$ cat src/rtl/ca_core_fe_stage.sv
// Instruction-fetch front end: next-PC selection, AHB-Lite code-master address
// phase, pipeline clear requests and the registered data-phase activation for ID.
module ca_core_fe_stage #(
  parameter logic [31:0] PC_INC    = 32'd4,
  parameter logic [3:0]  HPROT_VAL = 4'b0010
) (
  input  logic        CLK,
  input  logic        RST,
  input  logic        ACT,
  input  logic [31:0] r_pc_Q,
  input  logic [31:0] s_if_pcin_Q,
  input  logic        s_ex_take_branch_Q,
  input  logic [31:0] s_ex_bradd_Q,
  input  logic        s_me_pcsrc_Q,
  input  logic [31:0] r_me_bradd_Q,
  input  logic        s_id_stall_Q,
  output logic [31:0] if_code_HADDR,
  output logic [2:0]  if_code_HBURST,
  output logic        if_code_HMASTLOCK,
  output logic [3:0]  if_code_HPROT,
  output logic [2:0]  if_code_HSIZE,
  output logic [1:0]  if_code_HTRANS,
  output logic        if_code_HWRITE,
  output logic        if_output_ACT,
  output logic [31:0] s_if_nextpc_D,
  output logic [31:0] s_if_pcin_D,
  output logic        s_id_clear_D,
  output logic        s_ex_clear_D,
  output logic        s_me_clear_D,
  output logic        s_wb_clear_D
);

  // Handshake: an address phase is issued (HTRANS=NONSEQ) in every cycle ACT=1;
  // its data phase is flagged to ID one cycle later through if_output_ACT.
  logic        r_output_act;
  logic [31:0] w_nextpc;
  logic [31:0] w_pcin;
  logic        w_id_clear;
  logic        w_ex_clear;
  logic        w_me_clear;

  assign w_nextpc = r_pc_Q + PC_INC;

  // Older instruction (ME) wins over EX; any redirect wins over a stall hold.
  always_comb begin
    w_pcin = w_nextpc;
    if (s_me_pcsrc_Q)            w_pcin = r_me_bradd_Q;
    else if (s_ex_take_branch_Q) w_pcin = s_ex_bradd_Q;
    else if (s_id_stall_Q)       w_pcin = r_pc_Q;
  end

  always_comb begin
    w_id_clear = 1'b0;
    w_ex_clear = 1'b0;
    w_me_clear = 1'b0;
    if (ACT) begin
      if (s_me_pcsrc_Q) begin
        w_id_clear = 1'b1;
        w_ex_clear = 1'b1;
        w_me_clear = 1'b1;
      end else if (s_ex_take_branch_Q) begin
        w_id_clear = 1'b1;
        w_ex_clear = 1'b1;
      end else if (s_id_stall_Q) begin
        // IF/ID holds its instruction; a bubble goes into EX instead.
        w_ex_clear = 1'b1;
      end
    end
  end

  always_ff @(posedge CLK or posedge RST) begin
    if (RST) r_output_act <= 1'b0;
    else     r_output_act <= ACT;
  end

  assign if_code_HADDR     = {s_if_pcin_Q[31:2], 2'b00};
  assign if_code_HTRANS    = ACT ? 2'b10 : 2'b00;
  assign if_code_HBURST    = 3'b000;
  assign if_code_HMASTLOCK = 1'b0;
  assign if_code_HPROT     = HPROT_VAL;
  assign if_code_HSIZE     = 3'b010;
  assign if_code_HWRITE    = 1'b0;
  assign if_output_ACT     = r_output_act;
  assign s_if_nextpc_D     = w_nextpc;
  assign s_if_pcin_D       = w_pcin;
  assign s_id_clear_D      = w_id_clear;
  assign s_ex_clear_D      = w_ex_clear;
  assign s_me_clear_D      = w_me_clear;
  assign s_wb_clear_D      = 1'b0;

endmodule

$ cat config.mk
export PLATFORM = sky130hd
export DESIGN_NAME = ca_core_fe_stage
export DESIGN_NICKNAME = d
export VERILOG_FILES = /design/src/rtl/ca_core_fe_stage.sv
export SDC_FILE = /design/constraint.sdc
export NUM_CORES = 1
export LEC_CHECK = 0
export CAP_MARGIN = 20
export CORE_MARGIN = 4
export CORE_UTILIZATION = 25
export DETAILED_ROUTE_END_ITERATION = 8
export HOLD_SLACK_MARGIN = 0.05
export PLACE_DENSITY = 0.8
export SLEW_MARGIN = 20
export SYNTH_ARGS = -nofsm -noshare
export SYNTH_HDL_FRONTEND = slang
export SYNTH_SLANG_ARGS = --single-unit
$ cat constraint.sdc
create_clock -name CLK -period 2 [get_ports CLK]
set_input_delay 0.2 -clock CLK [delete_from_list [all_inputs] [get_ports CLK]]
set_output_delay 0.2 -clock CLK [all_outputs]
set_load 0.02 [all_outputs]
==> run summary, run 1 <==
yosys + openroad results -> status=finished with violations, failing checks=setup timing, synth unique cells=47, simple share=approximately 30%, Detailed Route Iter0 Violations=around 60, Synth Seq Share=roughly 1.2%, FP Util=between 20% and 30%, worst path buffer plus inverter count=4, area fraction in xor and xnor cells=a little over a fifth, met3 WL=666 um, non-clock inverter count=8, synthesized instance count=324, OpenROAD warning count=34, setup violators final=12, routed wl met2=between 5000 and 6000 um, vias per inst=approximately 4.8, die width=between 90 and 100 um, Power Density=217.1 mW/mm^2, Dominant comb cell=simple AND/OR/NAND/NOR gates, global-route wire length before repair=16100 um, Seq/total area=0.5241%, Fill cells=approximately 740, ao+oa area frac=19.72%, placed standard-cell area=roughly 0.0042 mm^2, setup repair after global routing missed its margin=true, final worst slack=-106.6 ps
[run 1: through the flow]
| step | power [mW] | setup TNS [ps] | std cells |
|---|---|---|---|
| detailed placement | 0.9925 | -49490 | 625 |
| floorplan | 0.5325 | -154.2 | 338 |
| global placement | 0.9772 | -47930 | 625 |
| CTS | 0.9993 | -1325 | 649 |
| finish | 1.037 | -584.6 | 656 |
| global route | 1.099 | -1722 | 656 |
[run 1: repair_timing]
| action | CTS | global route |
|---|---|---|
| resized | 324 | 94 |
| setup endpoints to repair | 62 | 42 |
| gates cloned | 0 | 1 |
| buffers inserted | 24 | 9 |
| pin swaps | 32 | 33 |
[run 1: where the power goes]
part / switching, mW / internal, mW
sequential: 0.000389 / 0.0216
clock: 0 / 0
combinational: 0.490 / 0.524
total: 0.491 / 0.546
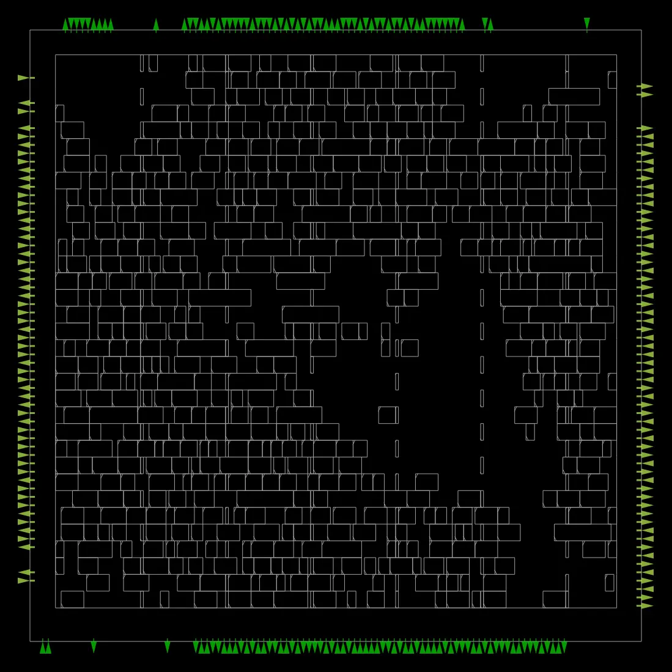
Run 1: placement view
Cell Count, Final, Fillers Out: 656
TAP cells: 105
area of the core: 0.008175 mm^2
fin util: 58.40%

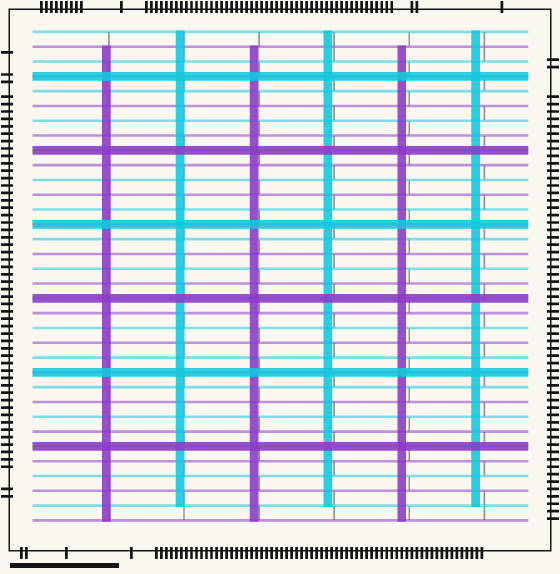
Run 1: supply network
The bar under the picture is 20 um long. Pins as bars on the die edge. Tap cells in grey.
[purple] VSS
[cyan] VDD
rows: 33
met1 rails: 34
met5 straps: 6
tap cells: 105

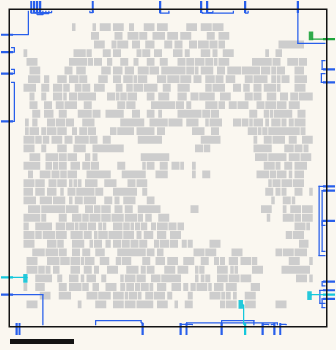
Run 1: port wiring
The bar under the picture is 20 um long.
[blue] s_if_pcin_Q | bits: 32 | direction: input | edge: 10 north, 9 south, 8 east, 5 west | end cells: 0 | buffers: 0 | wire: 259 um
[green] s_wb_clear_D | bits: 1 | direction: output | edge: east | end cells: 1 | buffers: 0 | wire: 4.10 um
[cyan] if_code_HBURST | bits: 3 | direction: output | edge: 1 east, 1 south, 1 west | end cells: 3 | buffers: 0 | wire: 16.8 um

==> run 2, diff against run 1 <==
GPL_ROUTABILITY_DRIVEN = 1   (was default)
==> run 2 against run 1 <==
Compared with the run above:
- the run still ends with setup timing left
- synthesized cell count unchanged
- routed wire length unchanged
- fmax unchanged
- sequential cell count unchanged
- global-route usage unchanged
- critical path type unchanged
- highest routed layer unchanged
==> run summary, run 2 <==
yosys + openroad results -> OpenROAD warning count=34 (unchanged), Fill cells=739 (unchanged), Combinational Power Share=97.9% (about the same), Post-CTS Setup Bufs=24 (unchanged), die width=99.23 um (unchanged), synth unique cells=47 (unchanged), synthesized instance count=324 (unchanged), Synth Flop Type=dfrtp_1, Cell Count, Final, Fillers Out=656 (unchanged), Dominant comb cell=simple AND/OR/NAND/NOR gates, cell-internal power=545.9 uW (unchanged), yosys synthesis chip area=around 0.0021 mm^2, worst path buffer plus inverter count=4 (unchanged), Comb. pwr=1.01 mW (about the same), setup repair after global routing missed its margin=true, Clk power=0 uW, failing checks=setup timing, fin util=58.40% (unchanged), Detailed Route Iter0 Violations=60 (unchanged), met3 WL=666 um (unchanged), setup violators final=12 (unchanged), vias per inst=4.779 (unchanged), cts repair resizes=324 (unchanged), sw power=490.8 uW (unchanged), Seq pwr share=2.1% (about the same), area fraction in xor and xnor cells=21.89% (unchanged), overall power=1.037 mW (unchanged), Sw Share=47.34% (unchanged), final net count=between 600 and 700, FP Util=25.45% (unchanged), Power Density=217.1 mW/mm^2 (unchanged), area of the core=0.008175 mm^2 (unchanged), placed standard-cell area=0.004199 mm^2 (unchanged), cells in synth_stat.txt=between 300 and 400, io pins=around 250, final worst slack=-106.6 ps (unchanged), setup TNS=-584.6 ps (unchanged), largest area contributor in the netlist=buf_4, global-route wire length before repair=16100 um (unchanged), routed wl met2=5781 um (unchanged), Synth flops=1, Post-Place Cells=625 (unchanged), ao+oa area frac=19.72% (unchanged), Synth Seq Share=1.203% (unchanged), P_seq=22.0 uW (about the same), status=finished with violations, Max power group=combinational logic, simple share=30.07% (unchanged)
==> run 2: worst paths after layout <==
path | endpoint | slack [ps] | depth (start not counted)
setup / recovery | s_if_pcin_D[20] | -110 | 10
hold / removal | if_output_ACT | 350 | 2
max in group asynchronous | if_output_ACT | 1550 | 2
min in group CLK | if_code_HADDR[11] | 400 | 0
==> run 2: cell type report <==
class	instances	area [um^2]	share of cell area (%)
well taps	105	131.4	2.752
inverters	8	30.03	0.6289
flip-flops and latches	1	25.02	0.5241
multi-input cells	260	2056	43.06
repair buffers	282	2532	53.04
==> run 2: logic make-up (layout without fill, tap and decap cells) <==
logic type,after synthesis,in the layout
other cells,2,16
mux,5,5
buf+inv,77,290
fa+ha+maj,1,1
compound gates,69,69
xor+xnor,52,52
simple gates,117,117
flops,1,1
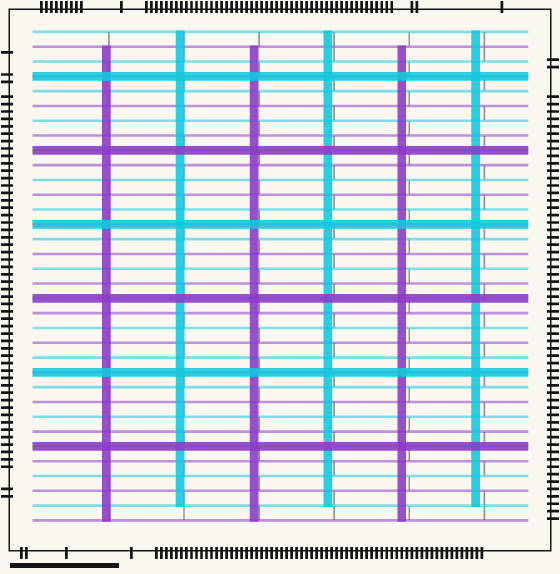
Run 2: supply network
The bar under the picture is 20 um long. Pins as bars on the die edge. Tap cells in grey.
[purple] VSS
[cyan] VDD
rows: 33
met4 straps: 6
signal pins: 249
met5 straps: 6

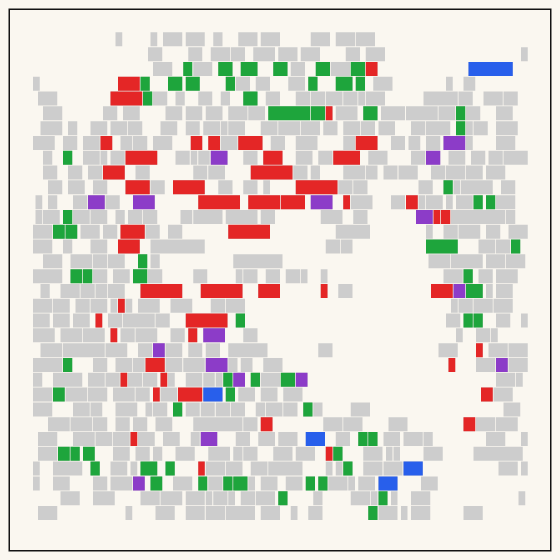
Run 2: logic cells by family
[purple] and/or cells | cells: 16
[blue] mux cells | cells: 5
[red] nor cells | cells: 50
[green] aoi and oai cells | cells: 65 | where: widely spread

==> run 3, diff against run 2 <==
CORE_AREA = 4 4 94 96   (was default)
CORE_MARGIN = default   (was 4)
CORE_UTILIZATION = default   (was 25)
DIE_AREA = 0 0 98 100   (was default)
PLACE_DENSITY = 0.79   (was 0.8)
clock period = 2.5 ns   (was 2 ns; I/O delays follow)
==> run 3 against run 2 <==
Compared with the run above:
- total power fell by 28%
- critical path type unchanged
- largest cell class unchanged
- core utilization fell by 6.7 points
- the flow now finishes without violations
- via count fell by 2.3%
- synthesized area did not move
- sequential power fell by about 20%
- worst setup slack improved by 180 ps
==> run summary, run 3 <==
yosys + openroad results -> status=completed, Seq pwr share=2.3% (+0.2 points), Comb gates=260 (unchanged), Sequential Area=25.02 um^2 (unchanged), Comb/total area=43.18% (+0.13 points), sw power=365.8 uW (-25%), worst path buffer plus inverter count=7 (+3), Dominant comb cell=simple AND/OR/NAND/NOR gates, setup TNS=0 ps (+584.6 ps), simple share=30.07% (unchanged), Power Density=179.1 mW/mm^2 (-18%), Logic cell area=0.001799 mm^2 (-12%), largest area contributor in the netlist=buf_4, Synth Seq Share=1.203% (unchanged), vias per inst=4.884 (+2.2%), Post-Place Cells=616 (-1.4%), cts repair resizes=177 (-45%), synth unique cells=47 (unchanged), cell-internal power=380.5 uW (-30%), area of the core=0.008051 mm^2 (-1.5%), placed standard-cell area=0.004059 mm^2 (-3.3%), global-route wire length before repair=16040 um (-0.39%), Synth flops=1 (unchanged), FP Util=25.84% (+0.39 points)
[run 3: netlist changes by cell type in the layout (fill, tap and decap cells not counted), moves of 7 or more]
cell / delta
buf_2: +11
buf_4: -32
buf_6: -26
clkdlybuf4s50_1: +18
nor2_1: +8
o21ai_0: +7
[run 3: how the worst max path moves through the flow]
stage | depth (start not counted) | to
4_1_cts | 8 | s_if_pcin_D[22]
5_1_grt | 9 | s_if_pcin_D[29]
3_5_place_dp | 9 | s_if_pcin_D[22]
2_1_floorplan | 7 | s_if_pcin_D[26]
6_report | 10 | s_if_nextpc_D[13]
3_3_place_gp | 9 | s_if_pcin_D[22]
[run 3: per-layer routing]
metal / vias up / routed length [um]
met3: 24 / 662
met2: 140 / 5343
li1: 1460 / -
met1: 1438 / 4102
met4: 0 / 224
met5: - / 0
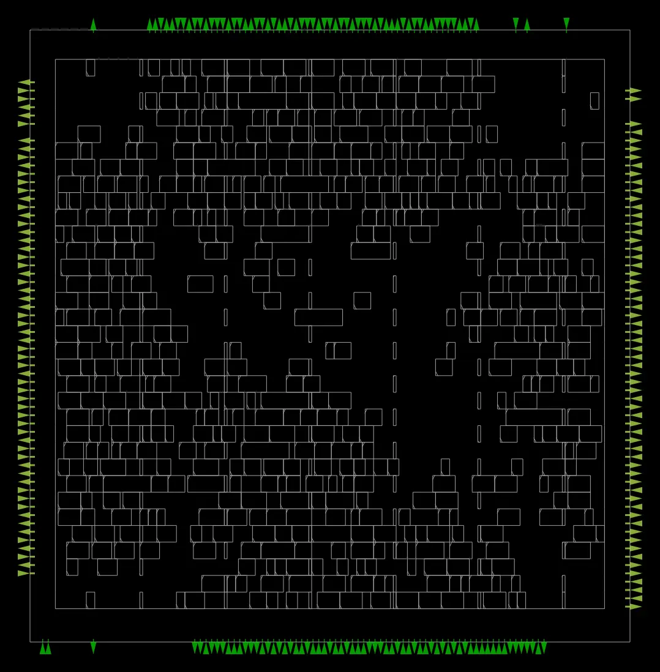
Run 3: placement view
Seq/total area: 0.6006%
row count: 33
fin util: 51.75%

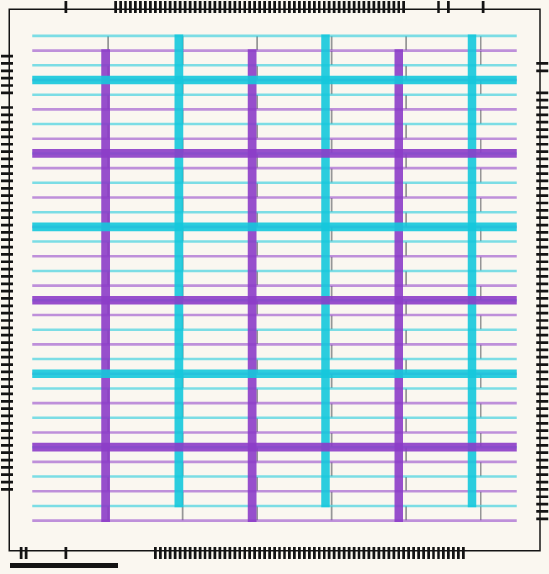
Run 3: supply network
The bar under the picture is 20 um long. Pins as bars on the die edge. Tap cells in grey.
[purple] VSS
[cyan] VDD
rows: 33
signal pins: 249

Power and IR drop assume default switching activity.
